Figure 1. Clock network drawn from the DEF (run 1).
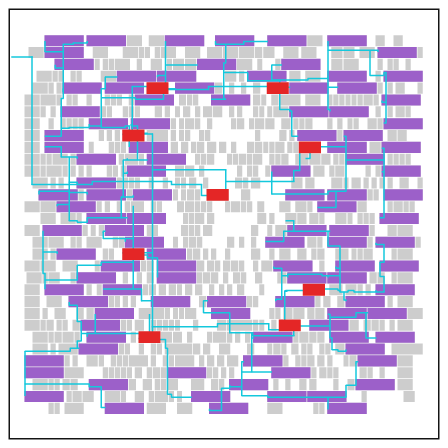
Figure 2. Placed standard cells (run 1).
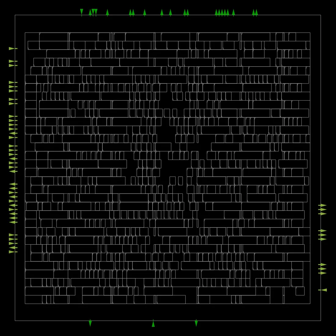
Figure 3. Wire density map (run 1).
20 x 20 tiles, from black (low) to pale yellow (high), scaled to the fullest tile. Values are wire area over tile area, all layers added.
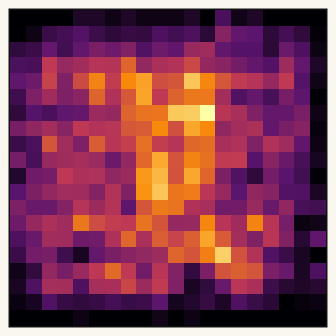
Figure 4. Layout detail (run 1).
The bar under the picture is 10 µm long. Window x 37 to 62, y 17 to 42 µm. Cells in grey, sequential cells in the stronger grey; small squares are vias.
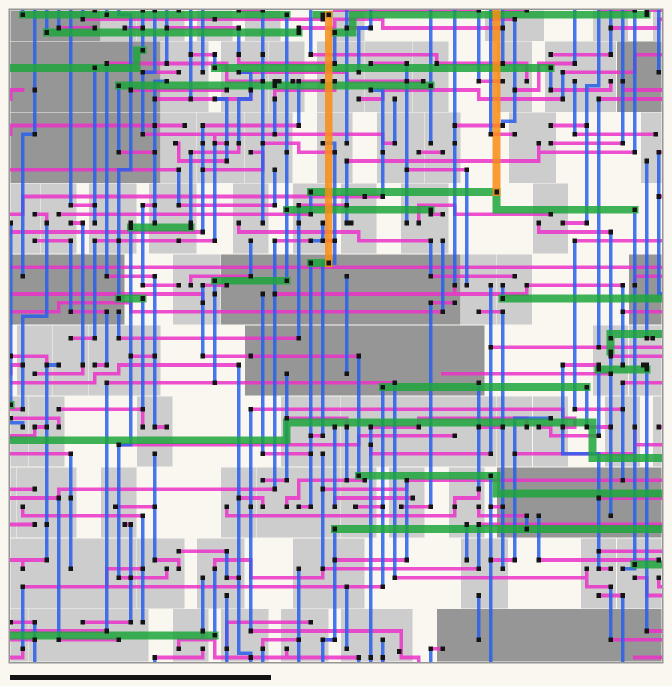
### config.mk
export PLATFORM = sky130hd
export DESIGN_NAME = sent_tx_crc_gen
export DESIGN_NICKNAME = d
export VERILOG_FILES = /design/src/rtl/sent_pkg.sv /design/src/rtl/sent_crc_lfsr_step.sv /design/src/rtl/sent_tx_crc_gen.sv
export SDC_FILE = /design/constraint.sdc
export NUM_CORES = 1
export LEC_CHECK = 0
export ABC_AREA = 1
export CORE_MARGIN = 3
export CORE_UTILIZATION = 62
export CTS_BUF_LIST = sky130_fd_sc_hd__clkbuf_4 sky130_fd_sc_hd__clkbuf_8
export DETAILED_ROUTE_END_ITERATION = 7
export HOLD_SLACK_MARGIN = 0.15
export PLACE_DENSITY_LB_ADDON = 0.1
export SYNTH_ARGS = -nofsm -noshare
export SYNTH_HDL_FRONTEND = slang
export SYNTH_SLANG_ARGS = --single-unit
### constraint.sdc
create_clock -name clk_rx -period 3 [get_ports clk_rx]
set_input_delay 0.6 -clock clk_rx [delete_from_list [all_inputs] [get_ports clk_rx]]
set_output_delay 0.6 -clock clk_rx [all_outputs]
set_load 0.005 [all_outputs]
### src/rtl/sent_pkg.sv
// Shared SENT CRC definitions: mode encodings, CRC polynomials/seeds and
// per-mode frame geometry used by both the TX generator and the RX checker.
package sent_pkg;

    localparam logic [2:0] MODE_FAST6 = 3'b001;
    localparam logic [2:0] MODE_FAST4 = 3'b010;
    localparam logic [2:0] MODE_FAST3 = 3'b011;
    localparam logic [2:0] MODE_SHORT = 3'b100;
    localparam logic [2:0] MODE_ENH   = 3'b101;

    localparam logic [4:0] POLY4 = 5'b11101;
    localparam logic [3:0] SEED4 = 4'b0101;
    localparam logic [6:0] POLY6 = 7'b1011001;
    localparam logic [5:0] SEED6 = 6'b010101;

    localparam int DW = 24;
    localparam int CW = 6;
    localparam int AW = 36;
    localparam int FW = 30;

    typedef enum logic [1:0] {
        ST_IDLE,
        ST_LOAD,
        ST_SHIFT,
        ST_DONE
    } crc_state_e;

    function automatic logic mode_ok(input logic [2:0] m);
        return (m == MODE_FAST6) || (m == MODE_FAST4) || (m == MODE_FAST3)
            || (m == MODE_SHORT) || (m == MODE_ENH);
    endfunction

    function automatic logic is_crc6(input logic [2:0] m);
        return m == MODE_ENH;
    endfunction

    function automatic logic [5:0] data_len(input logic [2:0] m);
        logic [5:0] l;
        l = 6'd0;
        case (m)
            MODE_FAST6: l = 6'd24;
            MODE_FAST4: l = 6'd16;
            MODE_FAST3: l = 6'd12;
            MODE_SHORT: l = 6'd12;
            MODE_ENH:   l = 6'd24;
            default:    l = 6'd0;
        endcase
        return l;
    endfunction

    // Augmented length: seed + data + k zero bits.
    function automatic logic [5:0] aug_len(input logic [2:0] m);
        return data_len(m) + (is_crc6(m) ? 6'd12 : 6'd8);
    endfunction

    // Augmented word left-aligned so bit [AW-1] is always shifted first.
    function automatic logic [AW-1:0] aug_word(input logic [2:0] m,
                                               input logic [DW-1:0] d);
        logic [AW-1:0] a;
        a = '0;
        case (m)
            MODE_FAST6: a = {SEED4, d, 4'b0, 4'b0};
            MODE_FAST4: a = {SEED4, d[15:0], 4'b0, 12'b0};
            MODE_FAST3: a = {SEED4, d[11:0], 4'b0, 16'b0};
            MODE_SHORT: a = {SEED4, d[11:0], 4'b0, 16'b0};
            MODE_ENH:   a = {SEED6, d, 6'b0};
            default:    a = '0;
        endcase
        return a;
    endfunction

    function automatic logic [FW-1:0] frame_word(input logic [2:0] m,
                                                 input logic [DW-1:0] d,
                                                 input logic [CW-1:0] r);
        logic [FW-1:0] f;
        f = '0;
        case (m)
            MODE_FAST6: f = {2'b0, d, r[3:0]};
            MODE_FAST4: f = {10'b0, d[15:0], r[3:0]};
            MODE_FAST3: f = {14'b0, d[11:0], r[3:0]};
            MODE_SHORT: f = {14'b0, d[11:0], r[3:0]};
            MODE_ENH:   f = {d, r};
            default:    f = '0;
        endcase
        return f;
    endfunction

endpackage

### src/rtl/sent_crc_lfsr_step.sv
// One bit of CRC long division; the k-wide datapath also runs 4-bit CRCs
// in its low bits, with the upper bits held at zero.
module sent_crc_lfsr_step #(
    parameter int K = 6
) (
    input  logic [K-1:0] rem,
    input  logic         din,
    input  logic [K-1:0] poly,
    input  logic         crc4,
    output logic [K-1:0] rem_nx
);

    logic         fb;
    logic [K-1:0] mask;
    logic [K-1:0] shifted;

    assign fb      = crc4 ? rem[3] : rem[K-1];
    assign mask    = crc4 ? {{(K-4){1'b0}}, 4'hF} : {K{1'b1}};
    assign shifted = {rem[K-2:0], din};
    assign rem_nx  = (shifted ^ (fb ? poly : '0)) & mask;

endmodule

### src/rtl/sent_tx_crc_gen.sv
// SENT transmit CRC generator: bit-serial seeded CRC4/CRC6 over the
// latched payload, returning the CRC and the RX-aligned frame word.
module sent_tx_crc_gen
    import sent_pkg::*;
(
    input  logic          clk_rx,
    input  logic          reset_n_rx,
    input  logic          crc_req,
    input  logic [2:0]    crc_mode,
    input  logic [DW-1:0] data_in,
    output logic          busy,
    output logic          crc_done,
    output logic [CW-1:0] crc_out,
    output logic [FW-1:0] frame_out,
    output logic          mode_err
);

    crc_state_e    state;
    crc_state_e    state_nx;

    logic [2:0]    mode_q;
    logic [DW-1:0] data_q;
    logic [AW-1:0] aug_q;
    logic [CW-1:0] rem_q;
    logic [5:0]    cnt_q;

    logic          accept;
    logic          reject;
    logic [CW-1:0] poly_sel;
    logic [CW-1:0] rem_nx;

    always_comb begin
        state_nx = state;
        accept   = 1'b0;
        reject   = 1'b0;
        case (state)
            ST_IDLE: begin
                if (crc_req) begin
                    if (mode_ok(crc_mode)) begin
                        accept   = 1'b1;
                        state_nx = ST_LOAD;
                    end else begin
                        reject = 1'b1;
                    end
                end
            end
            ST_LOAD:  state_nx = ST_SHIFT;
            ST_SHIFT: if (cnt_q == 6'd1) state_nx = ST_DONE;
            ST_DONE:  state_nx = ST_IDLE;
            default:  state_nx = ST_IDLE;
        endcase
    end

    always_ff @(posedge clk_rx or negedge reset_n_rx) begin
        if (!reset_n_rx) begin
            state <= ST_IDLE;
        end else begin
            state <= state_nx;
        end
    end

    assign poly_sel = is_crc6(mode_q) ? POLY6[CW-1:0] : {2'b00, POLY4[3:0]};

    sent_crc_lfsr_step #(
        .K(CW)
    ) u_step (
        .rem    (rem_q),
        .din    (aug_q[AW-1]),
        .poly   (poly_sel),
        .crc4   (!is_crc6(mode_q)),
        .rem_nx (rem_nx)
    );

    always_ff @(posedge clk_rx or negedge reset_n_rx) begin
        if (!reset_n_rx) begin
            mode_q    <= '0;
            data_q    <= '0;
            aug_q     <= '0;
            rem_q     <= '0;
            cnt_q     <= '0;
            busy      <= 1'b0;
            crc_done  <= 1'b0;
            crc_out   <= '0;
            frame_out <= '0;
            mode_err  <= 1'b0;
        end else begin
            mode_err <= reject;
            crc_done <= 1'b0;
            if (accept) begin
                mode_q <= crc_mode;
                data_q <= data_in;
                busy   <= 1'b1;
            end
            case (state)
                ST_LOAD: begin
                    aug_q <= aug_word(mode_q, data_q);
                    rem_q <= '0;
                    cnt_q <= aug_len(mode_q);
                end
                ST_SHIFT: begin
                    aug_q <= {aug_q[AW-2:0], 1'b0};
                    rem_q <= rem_nx;
                    cnt_q <= cnt_q - 6'd1;
                end
                ST_DONE: begin
                    crc_out   <= rem_q;
                    frame_out <= frame_word(mode_q, data_q, rem_q);
                    crc_done  <= 1'b1;
                    busy      <= 1'b0;
                end
                default: ;
            endcase
        end
    end

endmodule
==> impl_table.tex, run 1 <==
% Auto-generated results table
\begin{tabular}{lr}
\hline
Metric & Value \\
\hline
\multicolumn{2}{l}{\textbf{Finish}} \\
\quad Num sequential & 110 \\
\quad Share of cell area taken by multi-input logic gates & 0.3405 \\
\quad Multi-input combinational gate total & 450 \\
\quad Most frequent cells in the layout & nand2\_1, dfrtp\_1, clkdlybuf4s50\_1 \\
\quad Comb. cell area & 2115 µm² \\
\quad Leading registers by flop count & aug\_q x30, frame\_out x30, data\_q x24 \\
\quad Area added between synthesis and finish & 17.94\% \\
\quad Total non-filler cell area in the finished layout & 6210 µm² \\
\quad Commonest non-fill, non-tap cell in the layout & nand2\_1 \\
\quad Largest cell class & flip-flops and latches \\
\quad Footprint of the flip-flops and latches & 2753 µm² \\
\quad Fin util & 0.7794 \\
\quad Inverter tally of the final layout excluding the clock network & 66 \\
\quad Net count reported at finish & 752 \\
\quad Count of plain and timing-repair buffers in the layout & 79 \\
\quad Number of diodes added for antenna fixing & 0 \\
\quad Clk tree area frac & 0.03123 \\
\quad Non-clock buffering overhead & 0.1245 \\
\quad Clkbuf count & 11 \\
\multicolumn{2}{l}{\textbf{Floorplan}} \\
\quad Core Density at Floorplan & 0.6608 \\
\quad Die Wd & 98.15 µm \\
\quad Num ports & 69 \\
\quad TAP cells & 102 \\
\quad Number of placement rows & 32 \\
\quad Die ar. & 9633 µm² \\
\quad Die y size & 98.15 µm \\
\quad Core Footprint & 7968 µm² \\
\multicolumn{2}{l}{\textbf{Logic synthesis}} \\
\quad Mean Syn Cell Area & 8.038 µm² \\
\quad Most common cell in the netlist & nand2\_1 \\
\quad Largest family of logic cells by area & simple AND/OR/NAND/NOR gates \\
\quad Synth Area in XOR/XNOR & 0.003327 \\
\quad Number of flip-flops and latches in the synthesized netlist & 110 \\
\quad Ys Warns & 0 \\
\quad Compound-cell area share of the yosys netlist & 0.1229 \\
\quad Dominant register cell in the synthesized netlist & dfrtp\_1 \\
\quad Adder-Cell Fraction of Synth Area & 0.01426 \\
\quad Post-Syn Nets & 691 \\
\quad Share of synthesized area occupied by flip-flops and latches & 0.5228 \\
\quad Top cell type by total area after synthesis & dfrtp\_1 \\
\quad Post-synthesis mux area share & 0 \\
\quad Cell count after synthesis & 655 \\
\quad Post-synth area hogs & dfrtp\_1, nand2\_1, inv\_1 \\
\quad Total standard cell area after synthesis & 5265 µm² \\
\quad Yosys chip area & 5265 µm² \\
\quad Post-synthesis simple-gate area fraction & 0.2612 \\
\quad Proportion of synthesized flip-flops having asynchronous set or reset & 1.000 \\
\quad Most instantiated cells after synthesis & nand2\_1, dfrtp\_1, inv\_1 \\
\quad Share of the synthesized area in the top cell type & 0.5228 \\
\quad Post-synthesis cell type count & 29 \\
\multicolumn{2}{l}{\textbf{Final timing}} \\
\quad Number of slew-limit violations in the final report & 0 \\
\quad Post-Route Hold Slack & 0.2475 ns \\
\quad Setup Skew & 0.01515 ns \\
\quad Slew at the pin closest to its max-slew limit & 0.8197 ns \\
\quad Portion of the clock cycle consumed by the worst path in the final layout & 0.7698 \\
\quad Post-Route Setup TNS & 0 ns \\
\quad Final tally of setup violations & 0 \\
\quad Number of hold-slack violations in the final timing report & 0 \\
\quad Max Clk Rate & 0.4330 GHz \\
\quad Setup WS post-layout & 0.6905 ns \\
\quad Final period demand of the worst path & 2.310 ns \\
\quad Relative slew slack & 0.4501 \\
\multicolumn{2}{l}{\textbf{GRT}} \\
\quad Global-route met1 utilization & 0.4340 \\
\quad All-Layer GR Usage & 0.2890 \\
\quad Wire length of the first global-routing pass & 22290 µm \\
\quad Global-route layer with the greatest usage & met1 \\
\quad Met3 GRT Util & 0.06143 \\
\quad Largest net degree at the start of global routing & 55 \\
\quad Global Route met2 Usage & 0.4298 \\
\quad Number of antenna violations at the first check in global routing & 0 \\
\quad Number of global-route vias before repair & 4616 \\
\multicolumn{2}{l}{\textbf{Setup path}} \\
\quad Register-to-register setup slack & 0.69 ns \\
\quad Worst stage delay on the critical path & 0.71 ns \\
\quad Cell at the slowest stage of the critical path & clkinv\_1 \\
\quad Sequence of cells on the critical path & ha\_1, buf\_4, clkinv\_1, buf\_4, nand2\_1, o21ai\_0 \\
\quad Critical Path Start & state[1] \\
\quad Family with the most delay on the worst path & buffers and inverters \\
\quad Endpoint type of the worst setup path & register \\
\quad Critical path buffers and inverters & 3 \\
\quad Worst Setup Path Type & register to register \\
\quad Critical path depth & 6 \\
\quad Launching point of the worst reg2reg path & state[1] \\
\quad Required time of the critical path & 3.26 ns \\
\quad Maximum fanout encountered on the critical timing path & 26 \\
\quad Critical path arrival & 2.57 ns \\
\quad Capture point of the worst path & crc\_out[5] \\
\quad Number of cells on the worst reg-to-reg path & 6 \\
\quad Critical Path Most Common Cell & buf\_4 \\
\quad Startpoint class of the critical path & register \\
\quad Capturing point of the worst reg2reg path & crc\_out[5] \\
\multicolumn{2}{l}{\textbf{Power}} \\
\quad P per Cell Area & 1006 nW/µm² \\
\quad Total sequential power & 2.44 mW \\
\quad Share of power burned in the clock network & 0.139 \\
\quad Max rail drop VDD & 1.027 mV \\
\quad Net switching component of the power & 2.768 mW \\
\quad Top power consumer group & combinational logic \\
\quad Reported clock group power & 0.866 mW \\
\quad Total power consumption of the routed design & 6.246 mW \\
\quad Proportion of power drawn by flip-flops and latches & 0.391 \\
\quad Sw Ratio & 0.4431 \\
\quad Combinational share of power & 0.470 \\
\quad Int Pwr & 3.478 mW \\
\quad Power Combinational & 2.94 mW \\
\quad LEAKAGE & 3.201 nW \\
\multicolumn{2}{l}{\textbf{Job}} \\
\quad Number of logged tool warnings & 29 \\
\quad Maxcap violations & 0 \\
\multicolumn{2}{l}{\textbf{Hold path}} \\
\quad Worst min path class & primary input to async pin \\
\multicolumn{2}{l}{\textbf{Clock tree}} \\
\quad Buffer depth of the longest clock path & 2 \\
\quad Insertion delay of the later-clocked pin in the worst-skew pair & 0.38 ns \\
\quad Register clock-pin slew on the reported worst setup and hold paths & 0.11 ns \\
\quad TritonCTS sink count & 110 \\
\quad Buffer type at the clock tree root & clkbuf\_8 \\
\quad Cts repair resizes & 0 \\
\quad Number of buffers inserted during clock tree synthesis & 9 \\
\quad Count of H-tree levels built during CTS & 3 \\
\quad Clock tree from TritonCTS & yes \\
\quad Hold buffer count at CTS & 0 \\
\quad Post-CTS Repair Setup Buffers & 0 \\
\multicolumn{2}{l}{\textbf{Placed design}} \\
\quad Pre-CTS setup slack & 0.6313 ns \\
\quad Detailed placement HPWL & 9635 µm \\
\quad Post-place instance area & 6016 µm² \\
\quad Final weighted congestion in routability-driven placement & 1.010 \\
\multicolumn{2}{l}{\textbf{Detailed routing}} \\
\quad Post-detailed-route count of antenna-violating nets & 0 \\
\quad Topmost layer with routed signal wires & met4 \\
\quad DRC violation count after routing & 0 \\
\quad Via total after detailed routing & 4764 \\
\quad Routed wl met2 & 6015 µm \\
\quad DR vias/cell & 5.789 \\
\quad First-pass iteration count of the detailed router & 6 \\
\quad Routed length on met3 & 1139 µm \\
\quad Wire length reported by the detailed router & 13350 µm \\
\quad Wire length per cell & 16.22 µm \\
\quad Post-route met1 wirelength & 5980 µm \\
\quad Number of DRC violations after detailed-routing iteration 0 & 455 \\
\multicolumn{2}{l}{\textbf{Outcome}} \\
\quad Result of the run & finished, final reports clean \\
\hline
\end{tabular}
About Figure 1:
[red] clock-net drivers | count: 9
[cyan] clock wires | length: 1170 µm
[purple] flip-flops | count: 110
flops lie: all over the die

About Figure 2:
Finished Layout Cells: 823
count of filler cells inserted in the layout: 582

About Figure 3:
fullest tile: 0.67
nearly empty tiles: 8.0%
densest ninth of the die: centre
tiles over half the peak: 22%

About Figure 4:
| colour | layer |
|---|---|
| orange | M4 |
| green | M3 |
| magenta | M1 |
| blue | M2 |
most frequent: nand2_1 (21), o21ai_0 (9), inv_1 (8)
netlist names of flops here include: `aug_q` (3), `data_q` (2)
cells with their middle in the window: 66
sequential cells in the window: 6

Figure 5. Gate-type map (run 1).
The bar under the picture is 20 µm long.
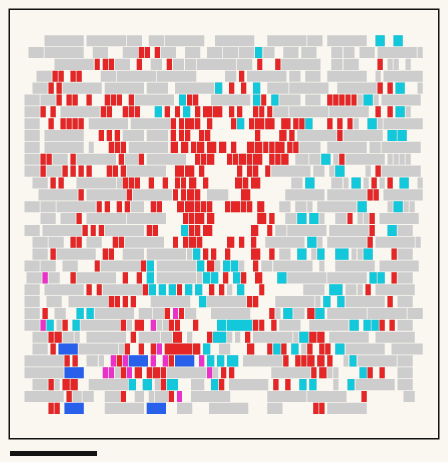

--- run 2 (diff from run 1) ---
--- a/config.mk
+++ b/config.mk
@@ -7,7 +7,7 @@
 export LEC_CHECK = 0
 export ABC_AREA = 1
 export CORE_MARGIN = 3
-export CORE_UTILIZATION = 62
+export CORE_UTILIZATION = 52
 export CTS_BUF_LIST = sky130_fd_sc_hd__clkbuf_4 sky130_fd_sc_hd__clkbuf_8
 export DETAILED_ROUTE_END_ITERATION = 7
 export HOLD_SLACK_MARGIN = 0.15
==> constraint.sdc (replaced) <==
create_clock -name clk_rx -period 1.86 [get_ports clk_rx]
set_input_delay 0.372 -clock clk_rx [delete_from_list [all_inputs] [get_ports clk_rx]]
set_output_delay 0.372 -clock clk_rx [all_outputs]
set_load 0.005 [all_outputs]
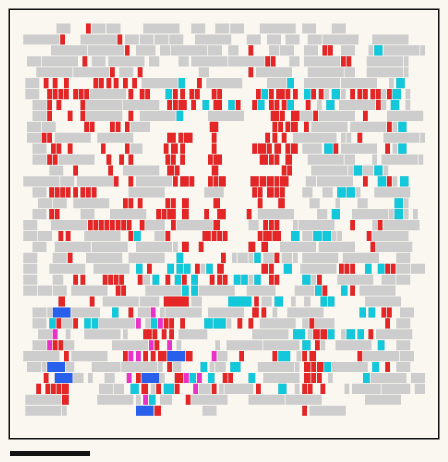
Figure 6: run 2, gate-type map.
The bar under the picture is 20 µm long.
| colour | family | cells | most used |
|---|---|---|---|
| magenta | nor cells | 15 | nor2_1 |
| red | nand cells | 319 | nand2_1 |
| cyan | aoi and oai cells | 85 | o21ai_0 |
| blue | fa/ha/maj cells | 6 | ha_1 |

==> impl_table.tex, run 2 <==
% Auto-generated results table
\begin{tabular}{lr}
\hline
Metric & Value \\
\hline
\multicolumn{2}{l}{\textbf{Outcome}} \\
\quad Result of the run & finished, final reports clean \\
\multicolumn{2}{l}{\textbf{Finish}} \\
\quad Area added between synthesis and finish & 21.36\% \\
\quad Non-clock buffering overhead & 0.1425 (+0.01803) \\
\quad Multi-input combinational gate total & 450 (unchanged) \\
\quad Fin util & 0.6507 (-0.1286) \\
\quad Most frequent cells in the layout & nand2\_1, dfrtp\_1, clkdlybuf4s50\_1 \\
\quad Comb. cell area & 2117 µm² (+0.12\%) \\
\quad Clkbuf count & 9 (-2) \\
\quad Largest cell class & flip-flops and latches \\
\quad Finished Layout Cells & 862 (+4.7\%) \\
\quad Leading registers by flop count & aug\_q x30, frame\_out x30, data\_q x24 \\
\quad Number of diodes added for antenna fixing & 0 (unchanged) \\
\quad Inverter tally of the final layout excluding the clock network & 66 (unchanged) \\
\quad Count of filler cells inserted in the layout & 894 (+54\%) \\
\quad Footprint of the flip-flops and latches & 2753 µm² (unchanged) \\
\quad Clk tree area frac & 0.03055 (-0.0006847) \\
\quad Share of cell area taken by multi-input logic gates & 0.3313 (-0.009210) \\
\quad Net count reported at finish & 760 (+1.1\%) \\
\quad Total non-filler cell area in the finished layout & 6390 µm² (+2.9\%) \\
\quad Count of plain and timing-repair buffers in the layout & 87 (+10\%) \\
\quad Num sequential & 110 (unchanged) \\
\quad Fraction of layout instances using a drive strength above 1 & 0.06036 \\
\quad Commonest non-fill, non-tap cell in the layout & nand2\_1 \\
\multicolumn{2}{l}{\textbf{Power}} \\
\quad LEAKAGE & 3.274 nW (+2.3\%) \\
\quad P per Cell Area & 1632 nW/µm² (+62\%) \\
\quad Total sequential power & 3.94 mW (+61\%) \\
\quad Net switching component of the power & 4.519 mW (+63\%) \\
\quad Sw Ratio & 0.4333 (-0.009842) \\
\quad Total power consumption of the routed design & 10.43 mW (+67\%) \\
\quad Combinational share of power & 0.484 (+0.014) \\
\quad Share of power burned in the clock network & 0.138 (about the same) \\
\quad Int Pwr & 5.910 mW (+70\%) \\
\quad Power Combinational & 5.04 mW (+71\%) \\
\quad Proportion of power drawn by flip-flops and latches & 0.378 (-0.013) \\
\quad Top power consumer group & combinational logic \\
\quad Reported clock group power & 1.44 mW (+66\%) \\
\quad Max rail drop VDD & 1.318 mV (+28\%) \\
\multicolumn{2}{l}{\textbf{Setup path}} \\
\quad Worst Setup Path Type & register to register \\
\quad Launching point of the worst reg2reg path & state[0] \\
\quad Sequence of cells on the critical path & inv\_1, ha\_1, buf\_4, o22ai\_1, a21o\_1 \\
\quad Critical path buffers and inverters & 2 (-1) \\
\quad Maximum fanout encountered on the critical timing path & 36 (+38\%) \\
\quad Worst stage delay on the critical path & 0.41 ns (-0.30 ns) \\
\quad Capturing point of the worst reg2reg path & aug\_q[31] \\
\quad Critical path arrival & 1.99 ns (-0.58 ns) \\
\quad Register-to-register setup slack & 0.13 ns (-0.56 ns) \\
\quad Number of cells on the worst reg-to-reg path & 5 (-1) \\
\quad Capture point of the worst path & aug\_q[31] \\
\quad Family with the most delay on the worst path & buffers and inverters \\
\quad Required time of the critical path & 2.12 ns (-1.14 ns) \\
\quad Critical path depth & 5 (-1) \\
\quad Endpoint type of the worst setup path & register \\
\quad Cell at the slowest stage of the critical path & dfrtp\_1 \\
\multicolumn{2}{l}{\textbf{Final timing}} \\
\quad Number of slew-limit violations in the final report & 0 (unchanged) \\
\quad Relative slew slack & 0.7264 (+0.2763) \\
\quad Max Clk Rate & 0.5771 GHz (+33\%) \\
\quad Post-Route Hold Slack & 0.4854 ns (+0.2379 ns) \\
\quad Post-Route Setup TNS & 0 ns (unchanged) \\
\quad Final tally of setup violations & 0 (unchanged) \\
\quad Final period demand of the worst path & 1.733 ns (-0.5768 ns) \\
\quad Number of hold-slack violations in the final timing report & 0 (unchanged) \\
\quad Setup WS post-layout & 0.1273 ns (-0.5632 ns) \\
\quad Portion of the clock cycle consumed by the worst path in the final layout & 0.9316 (+0.1617) \\
\quad Setup Skew & 0.01523 ns (+0.00007130 ns) \\
\quad Slew at the pin closest to its max-slew limit & 0.4061 ns (-0.4137 ns) \\
\multicolumn{2}{l}{\textbf{Placed design}} \\
\quad Pre-CTS setup slack & 0.09847 ns (-0.5328 ns) \\
\quad Final weighted congestion in routability-driven placement & 0.8905 (-12\%) \\
\quad Post-place instance area & 6182 µm² (+2.8\%) \\
\quad Detailed placement HPWL & 10010 µm (+3.9\%) \\
\multicolumn{2}{l}{\textbf{Logic synthesis}} \\
\quad Total standard cell area after synthesis & 5265 µm² (unchanged) \\
\quad Post-synthesis simple-gate area fraction & 0.2612 (unchanged) \\
\quad Share of the synthesized area in the top cell type & 0.5228 (unchanged) \\
\quad Cell count after synthesis & 655 (unchanged) \\
\quad Mean Syn Cell Area & 8.038 µm² (unchanged) \\
\quad Post-synthesis cell type count & 29 (unchanged) \\
\quad Synth Area in XOR/XNOR & 0.003327 (unchanged) \\
\quad Proportion of synthesized flip-flops having asynchronous set or reset & 1.000 (unchanged) \\
\quad Share of synthesized area occupied by flip-flops and latches & 0.5228 (unchanged) \\
\quad Most common cell in the netlist & nand2\_1 \\
\quad Count of library flops with an enable pin & 0 \\
\quad Largest family of logic cells by area & simple AND/OR/NAND/NOR gates \\
\quad Compound-cell area share of the yosys netlist & 0.1229 (unchanged) \\
\quad Post-synth area hogs & dfrtp\_1, nand2\_1, inv\_1 \\
\quad Most instantiated cells after synthesis & nand2\_1, dfrtp\_1, inv\_1 \\
\quad Yosys chip area & 5265 µm² (unchanged) \\
\quad Top cell type by total area after synthesis & dfrtp\_1 \\
\quad Number of flip-flops and latches in the synthesized netlist & 110 (unchanged) \\
\quad Adder-Cell Fraction of Synth Area & 0.01426 (unchanged) \\
\quad Post-synthesis mux area share & 0 (unchanged) \\
\quad Ys Warns & 0 (unchanged) \\
\quad Post-Syn Nets & 691 (unchanged) \\
\quad Dominant register cell in the synthesized netlist & dfrtp\_1 \\
\multicolumn{2}{l}{\textbf{GRT}} \\
\quad Number of antenna violations at the first check in global routing & 0 (unchanged) \\
\quad Largest net degree at the start of global routing & 63 (+15\%) \\
\quad Global-route layer with the greatest usage & met1 \\
\quad Global Route met2 Usage & 0.3728 (-0.05709) \\
\quad All-Layer GR Usage & 0.2528 (-0.03624) \\
\quad Met3 GRT Util & 0.03131 (-0.03012) \\
\quad Number of global-route vias before repair & 4519 (-2.1\%) \\
\quad Global-route met1 utilization & 0.3899 (-0.04413) \\
\quad Wire length of the first global-routing pass & 22440 µm (+0.68\%) \\
\multicolumn{2}{l}{\textbf{Floorplan}} \\
\quad Die ar. & 11370 µm² (+18\%) \\
\quad Core Footprint & 9819 µm² (+23\%) \\
\quad Core Density at Floorplan & 0.5362 (-0.1246) \\
\quad Die Wd & 106.6 µm (+8.6\%) \\
\quad Die y size & 106.6 µm (+8.6\%) \\
\quad Number of placement rows & 36 (+13\%) \\
\quad Num ports & 69 (unchanged) \\
\quad TAP cells & 133 (+30\%) \\
\multicolumn{2}{l}{\textbf{Detailed routing}} \\
\quad DRC violation count after routing & 0 (unchanged) \\
\quad Via total after detailed routing & 4651 (-2.4\%) \\
\quad Routed wl met2 & 5972 µm (-0.71\%) \\
\quad DR vias/cell & 5.396 (-6.8\%) \\
\quad Post-route met1 wirelength & 6488 µm (+8.5\%) \\
\quad Post-detailed-route count of antenna-violating nets & 0 (unchanged) \\
\quad Routed length on met3 & 873 µm (-23\%) \\
\quad Wire length reported by the detailed router & 13600 µm (+1.9\%) \\
\quad Topmost layer with routed signal wires & met4 \\
\quad First-pass iteration count of the detailed router & 4 (-2) \\
\quad Wire length per cell & 15.78 µm (-2.7\%) \\
\quad Number of DRC violations after detailed-routing iteration 0 & 386 (-15\%) \\
\multicolumn{2}{l}{\textbf{Clock tree}} \\
\quad Number of buffers inserted during clock tree synthesis & 9 (unchanged) \\
\quad Cts repair resizes & 0 (unchanged) \\
\quad Count of H-tree levels built during CTS & 3 (unchanged) \\
\quad Hold buffer count at CTS & 1 (+1) \\
\quad Register clock-pin slew on the reported worst setup and hold paths & 0.10 ns (about the same) \\
\quad Buffer type at the clock tree root & clkbuf\_8 \\
\quad Buffer depth of the longest clock path & 2 (unchanged) \\
\quad TritonCTS sink count & 110 (unchanged) \\
\quad Insertion delay of the later-clocked pin in the worst-skew pair & 0.38 ns (about the same) \\
\quad Clock tree from TritonCTS & yes \\
\quad Post-CTS Repair Setup Buffers & 0 (unchanged) \\
\multicolumn{2}{l}{\textbf{Job}} \\
\quad Number of logged tool warnings & 29 (unchanged) \\
\quad Maxcap violations & 0 (unchanged) \\
\multicolumn{2}{l}{\textbf{Hold path}} \\
\quad Worst min path class & register to register \\
\quad Hold path cells & 2 \\
\hline
\end{tabular}
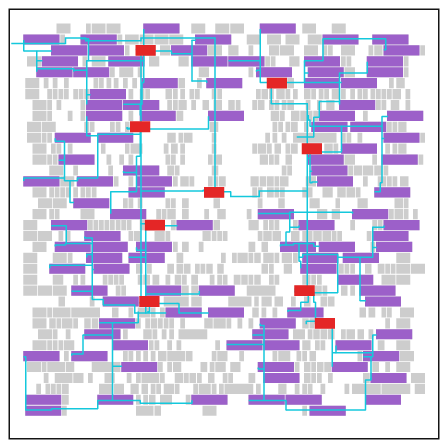
Figure 7: run 2, clock network drawn from the DEF.
[cyan] clock wires | length: 1210 µm
[red] clock-net drivers | count: 9
[purple] flip-flops | count: 110
flops lie: all over the die
routed clock nets: 10

Power and IR drop assume default switching activity.
